<file path="src/rtl/hyperbus_wb_bridge.sv">
// Wishbone B4 classic slave that turns single-beat bus cycles into request pulses
// for the Hyperbus FIFO block, with window decode, alignment check and response timeout.
module hyperbus_wb_bridge #(
   parameter int unsigned              DATA_WIDTH     = 32,
   parameter int unsigned              ADDR_WIDTH     = 32,
   parameter logic [ADDR_WIDTH-1:0]    BASE_ADDR      = '0,
   parameter logic [ADDR_WIDTH-1:0]    SIZE_BYTES     = ADDR_WIDTH'(32'h0080_0000),
   parameter int unsigned              TIMEOUT_CYCLES = 1024
) (
   input  logic                    clk,
   input  logic                    rst,
   input  logic [ADDR_WIDTH-1:0]   wb_adr_i,
   input  logic [DATA_WIDTH-1:0]   wb_dat_i,
   input  logic [DATA_WIDTH/8-1:0] wb_sel_i,
   input  logic                    wb_we_i,
   input  logic                    wb_cyc_i,
   input  logic                    wb_stb_i,
   output logic [DATA_WIDTH-1:0]   wb_dat_o,
   output logic                    wb_ack_o,
   output logic                    wb_err_o,
   output logic                    rrq,
   output logic                    wrq,
   output logic [ADDR_WIDTH-1:0]   adr_o,
   output logic [DATA_WIDTH-1:0]   tx_dat_o,
   output logic [DATA_WIDTH/8-1:0] tx_mask_o,
   input  logic                    tx_ready,
   input  logic [DATA_WIDTH-1:0]   rx_dat_i,
   input  logic                    rx_valid,
   output logic                    busy,
   output logic                    timeout_o
);

   localparam int unsigned SEL_WIDTH     = DATA_WIDTH / 8;
   localparam int unsigned BYTE_BITS     = $clog2(SEL_WIDTH);
   localparam logic [15:0] TIMEOUT_LIMIT = 16'(TIMEOUT_CYCLES);

   typedef enum logic [2:0] {
      IDLE,
      READ,
      WRITE,
      ACK,
      ERR,
      DRAIN
   } state_t;

   state_t                  state_q, state_d;
   logic [15:0]             cnt_q, cnt_d;
   logic [15:0]             cnt_inc;
   logic                    rrq_q, rrq_d;
   logic                    wrq_q, wrq_d;
   logic [ADDR_WIDTH-1:0]   adr_q, adr_d;
   logic [DATA_WIDTH-1:0]   tx_dat_q, tx_dat_d;
   logic [SEL_WIDTH-1:0]    tx_mask_q, tx_mask_d;
   logic [DATA_WIDTH-1:0]   wb_dat_q, wb_dat_d;
   logic                    ack_q, ack_d;
   logic                    err_q, err_d;
   logic                    timeout_q, timeout_d;

   logic [ADDR_WIDTH-1:0]   offset;
   logic                    out_of_window;
   logic                    misaligned;
   logic                    rsp_seen;

   assign offset        = wb_adr_i - BASE_ADDR;
   assign out_of_window = (offset >= SIZE_BYTES);
   assign misaligned    = (wb_adr_i[BYTE_BITS-1:0] != '0);
   assign cnt_inc       = cnt_q + 16'd1;

   always_comb begin
      state_d   = state_q;
      cnt_d     = cnt_q;
      rrq_d     = 1'b0;
      wrq_d     = 1'b0;
      adr_d     = adr_q;
      tx_dat_d  = tx_dat_q;
      tx_mask_d = tx_mask_q;
      wb_dat_d  = wb_dat_q;
      ack_d     = 1'b0;
      err_d     = 1'b0;
      timeout_d = 1'b0;
      rsp_seen  = 1'b0;

      case (state_q)
         IDLE: begin
            if (wb_cyc_i && wb_stb_i) begin
               if (out_of_window || misaligned) begin
                  err_d   = 1'b1;
                  state_d = ERR;
               end else if (wb_we_i && (wb_sel_i == '0)) begin
                  ack_d   = 1'b1;
                  state_d = ACK;
               end else begin
                  rrq_d     = ~wb_we_i;
                  wrq_d     = wb_we_i;
                  adr_d     = offset >> 1;
                  tx_dat_d  = wb_dat_i;
                  tx_mask_d = ~wb_sel_i;
                  cnt_d     = '0;
                  state_d   = wb_we_i ? WRITE : READ;
               end
            end
         end

         READ, WRITE: begin
            rsp_seen = (state_q == READ) ? rx_valid : tx_ready;
            // A response that coincides with an abort is consumed here, so DRAIN never waits for it.
            if (rsp_seen) begin
               if (wb_cyc_i) begin
                  ack_d   = 1'b1;
                  state_d = ACK;
                  if (state_q == READ) begin
                     wb_dat_d = rx_dat_i;
                  end
               end else begin
                  state_d = IDLE;
               end
            end else if (!wb_cyc_i) begin
               state_d = DRAIN;
            end else if ((TIMEOUT_CYCLES != 0) && (cnt_inc == TIMEOUT_LIMIT)) begin
               cnt_d     = cnt_inc;
               err_d     = 1'b1;
               timeout_d = 1'b1;
               state_d   = DRAIN;
            end else begin
               cnt_d = cnt_inc;
            end
         end

         ACK, ERR: begin
            state_d = IDLE;
         end

         DRAIN: begin
            if (rx_valid || tx_ready) begin
               state_d = IDLE;
            end
         end

         default: begin
            state_d = IDLE;
         end
      endcase
   end

   always_ff @(posedge clk) begin
      if (rst) begin
         state_q   <= IDLE;
         cnt_q     <= '0;
         rrq_q     <= 1'b0;
         wrq_q     <= 1'b0;
         adr_q     <= '0;
         tx_dat_q  <= '0;
         tx_mask_q <= '0;
         wb_dat_q  <= '0;
         ack_q     <= 1'b0;
         err_q     <= 1'b0;
         timeout_q <= 1'b0;
      end else begin
         state_q   <= state_d;
         cnt_q     <= cnt_d;
         rrq_q     <= rrq_d;
         wrq_q     <= wrq_d;
         adr_q     <= adr_d;
         tx_dat_q  <= tx_dat_d;
         tx_mask_q <= tx_mask_d;
         wb_dat_q  <= wb_dat_d;
         ack_q     <= ack_d;
         err_q     <= err_d;
         timeout_q <= timeout_d;
      end
   end

   assign wb_dat_o  = wb_dat_q;
   assign wb_ack_o  = ack_q;
   assign wb_err_o  = err_q;
   assign rrq       = rrq_q;
   assign wrq       = wrq_q;
   assign adr_o     = adr_q;
   assign tx_dat_o  = tx_dat_q;
   assign tx_mask_o = tx_mask_q;
   assign busy      = (state_q != IDLE);
   assign timeout_o = timeout_q;

endmodule

</file>
<file path="config.mk">
export PLATFORM = sky130hd
export DESIGN_NAME = hyperbus_wb_bridge
export DESIGN_NICKNAME = d
export VERILOG_FILES = /design/src/rtl/hyperbus_wb_bridge.sv
export SDC_FILE = /design/constraint.sdc
export NUM_CORES = 1
export LEC_CHECK = 0
export CAP_MARGIN = 25
export CORE_MARGIN = 3
export CORE_UTILIZATION = 38
export CTS_CLUSTER_DIAMETER = 30
export DETAILED_ROUTE_END_ITERATION = 7
export PLACE_DENSITY = 0.77
export SLEW_MARGIN = 20
export SYNTH_ARGS = -nofsm -noshare
export SYNTH_HDL_FRONTEND = slang
export SYNTH_SLANG_ARGS = --single-unit
</file>
<file path="constraint.sdc">
create_clock -name clk -period 1.9 [get_ports clk]
set_input_delay 0.38 -clock clk [delete_from_list [all_inputs] [get_ports clk]]
set_output_delay 0.38 -clock clk [all_outputs]
set_load 0.1 [all_outputs]
</file>
==> images/final_placement.png <==
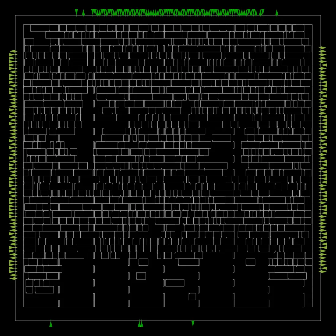
floorplan core area: 12700 sq um
number of fillers in the final layout: 1015

==> images/met3.png <==
Bar = 20 um.
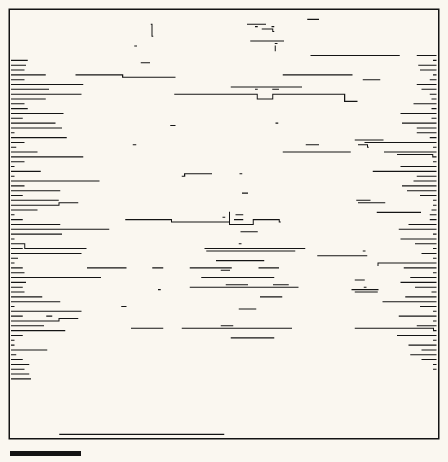
nets with wire on the layer: 178
main direction: horizontal

==> impl_metrics.env <==
# physical design summary
export IMPL_outcome="complete, but fails checks"
export IMPL_violations="setup timing"
export IMPL_overflow_left_after_global_routing=0
export IMPL_final_area_sq_um=8380
export IMPL_hold_viol=0
export IMPL_comb_area_frac=0.293
export IMPL_hp_class="in -> reg"
export IMPL_synth_ff_latch_count=123
export IMPL_switchingPower_mw=1.90
export IMPL_grt_antenna_before_repair=0
export IMPL_pre_cts_ws_ns=-0.447
export IMPL_clkCellAreaFrac=0.0649
export IMPL_flop_count=123
export IMPL_grt_setup_unrepaired="yes"
export IMPL_cpLargestDelayFamily="simple AND/OR/NAND/NOR gates"
export IMPL_finalSetupTns_ns=-0.0599
export IMPL_drt_vias_per_instance=5.02
export IMPL_setup_ws_ns=-0.0484
export IMPL_nWellTaps=172
export IMPL_layout_area_comb_sq_um=2450
export IMPL_seq_cell_share=0.296
export IMPL_post_place_cells=1020
export IMPL_clk_latency_ns=0.42
export IMPL_syn_area_sq_um=4990
export IMPL_crit_cells=8
export IMPL_drt_wirelength_per_cell_um=15.5
export IMPL_critical_path_class="in -> reg"
export IMPL_timing_reg2reg_worst_path_depth=8
export IMPL_synth_logic_top_family="simple AND/OR/NAND/NOR gates"
export IMPL_grt_use_total=0.209
export IMPL_dpl_cell_area_sq_um=7400
export IMPL_max_cap_violations=0
export IMPL_r2r_start="cnt_q[0]$_SDFFE_PP0P_"
export IMPL_critical_path_endpoint_type="flip-flop"
export IMPL_htree_num_levels=4
export IMPL_ys_dominant_reg_cell="dfxtp_1"
export IMPL_num_nets_final=991
export IMPL_grt_start_max_net_pins=52
export IMPL_crit_arrival_ns=2.23
export IMPL_warning_count=29
export IMPL_layout_nonclk_buf_frac=0.319
export IMPL_chip_area_sq_um=14500
export IMPL_cp_buffers_inverters=3
export IMPL_final_hold_worst_slack_ns=0.223
export IMPL_worstReg2RegEnd="state_q[0]$_SDFFE_PP0P_"
export IMPL_layout_worst_path_cycle_share=1.03
export IMPL_totalPowerFinal_mw=6.73
export IMPL_synth_adder_area_share=0.00501
export IMPL_mux_share=0.00201
export IMPL_ys_sh_aoi=0.173
export IMPL_highest_layer="met4"
export IMPL_postSynthNetCount=737
export IMPL_final_routed_drc_violation_total=0
export IMPL_sw_frac_of_total=0.283
export IMPL_signal_buffers=283
export IMPL_clock_buffer_count=17
export IMPL_maxSlewViolCount=0
export IMPL_yosys_stat_seqShare=0.493
export IMPL_clk_transition_reported_paths_ns=0.06
export IMPL_clock_tree_root_cell="clkbuf_16"
export IMPL_number_of_buffers_created_by_cts=17
export IMPL_die_w_um=121
export IMPL_setup_violations_final=3
export IMPL_fin_cells=1067
export IMPL_grtUsageMet3=0.0809
export IMPL_floorplan_rows=41
export IMPL_tritoncts="done"
export IMPL_power_combinational_fraction=0.172
export IMPL_clock_power_share=0.434
export IMPL_hold_end="tx_mask_o[2]$_SDFFE_PP0P_"
export IMPL_irDropWorstVdd_mv=0.871
export IMPL_num_io_pins=213
export IMPL_min_from="wb_sel_i[2]"
export IMPL_async_reset_ff_frac=0
export IMPL_area_sequential_sq_um=2480
export IMPL_p_per_area_nw_per_um2=803
export IMPL_yosys_warnings=0
export IMPL_gr_met2_demand_resource=0.349
export IMPL_post_cts_setup_buffers=0
export IMPL_crit_path_end="adr_o[2]$_SDFFE_PP0P_"
export IMPL_dieHeight_um=121
export IMPL_detailedPlacementHpwl_mm=10.7
export IMPL_grt_met1_usage=0.250
export IMPL_rrSetupSlack_ns=0
export IMPL_finalWeightedCongestion=0.852
export IMPL_register_share_of_total_power=0.394
export IMPL_antenna_left=0
export IMPL_cts_sinks=123
export IMPL_cp_start_kind="primary input"
export IMPL_1st_pass_router_iterations=5
export IMPL_p_leak_nw=3.36
export IMPL_max_freq_ghz=0.513
export IMPL_slowest_delay_ns=0.45
export IMPL_n_antenna_cell=0
export IMPL_route_met2_wl_mm=8.07
export IMPL_cts_repair_resize_count=15
export IMPL_critical_path_max_fanout=9
export IMPL_grt_most_used_layer="met2"
export IMPL_detail_route_iter0_violations=380
export IMPL_yosys_cells=628
==> images/density.png <==
The die is cut into 12 by 12 equal tiles; white is low, dark blue is high, 0 to 100% covered.
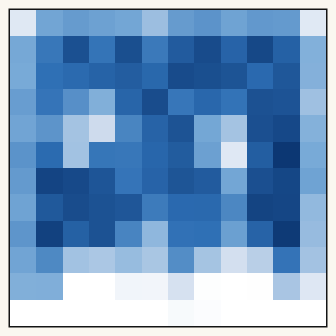
nearly empty tiles: 11%
tiles over 75% full: 35%
fullest tile: 97%
mean over tiles: 56%
fp util: 0.392
Finished Core Util: 0.659

==> power by group through the flow <==
stage | clock network (mW) | registers (mW) | logic, mW
2_1_floorplan | 0 | 2.78 | 0.597
3_3_place_gp | 0 | 2.70 | 1.11
3_5_place_dp | 0 | 2.71 | 1.11
4_1_cts | 2.96 | 2.65 | 1.12
5_1_grt | 3.10 | 2.66 | 1.24
6_report | 2.92 | 2.65 | 1.16
==> Yosys cell counts, types with 3 or more instances <==
master / count / area [sq um]
nor3_1: 10 / 50.1
nand2b_1: 4 / 25.0
nand3b_1: 3 / 22.5
and2_1: 14 / 87.6
nand2_1: 182 / 683
buf_2: 18 / 90.1
nor2_1: 34 / 128
nor4_1: 5 / 31.3
dfxtp_1: 123 / 2460
a21oi_1: 113 / 566
a211oi_1: 7 / 52.6
or3_1: 9 / 56.3
nand4_1: 5 / 31.3
xnor2_1: 3 / 26.3
clkbuf_1: 22 / 82.6
o21ai_0: 14 / 70.1
nand3_1: 11 / 55.1
buf_4: 6 / 45.0
inv_1: 3 / 11.3
==> layout by cell type, fill, tap and decap left out, types with 3 or more instances in the layout <==
cell,n
nand2_1,182
buf_4,155
dfxtp_1,112
a21oi_1,109
clkdlybuf4s50_1,98
nor2_1,32
clkbuf_16,23
and2_1,14
buf_12,10
o21ai_0,9
nand3_1,8
dfxtp_2,8
nor3_1,7
or3_1,6
clkinv_4,6
buf_6,6
dlymetal6s2s_1,6
a211oi_1,5
nand4_1,5
o21ai_1,5
nand2b_1,4
a21oi_2,4
clkinvlp_4,4
or3_4,3
inv_1,3
nor4_2,3
nor3_2,3
nand3_2,3
nand3b_1,3
xnor2_1,3
a211oi_2,3
inv_6,3
dfxtp_4,3
Power figures rest on the tool's default switching activity, not on a simulated workload.
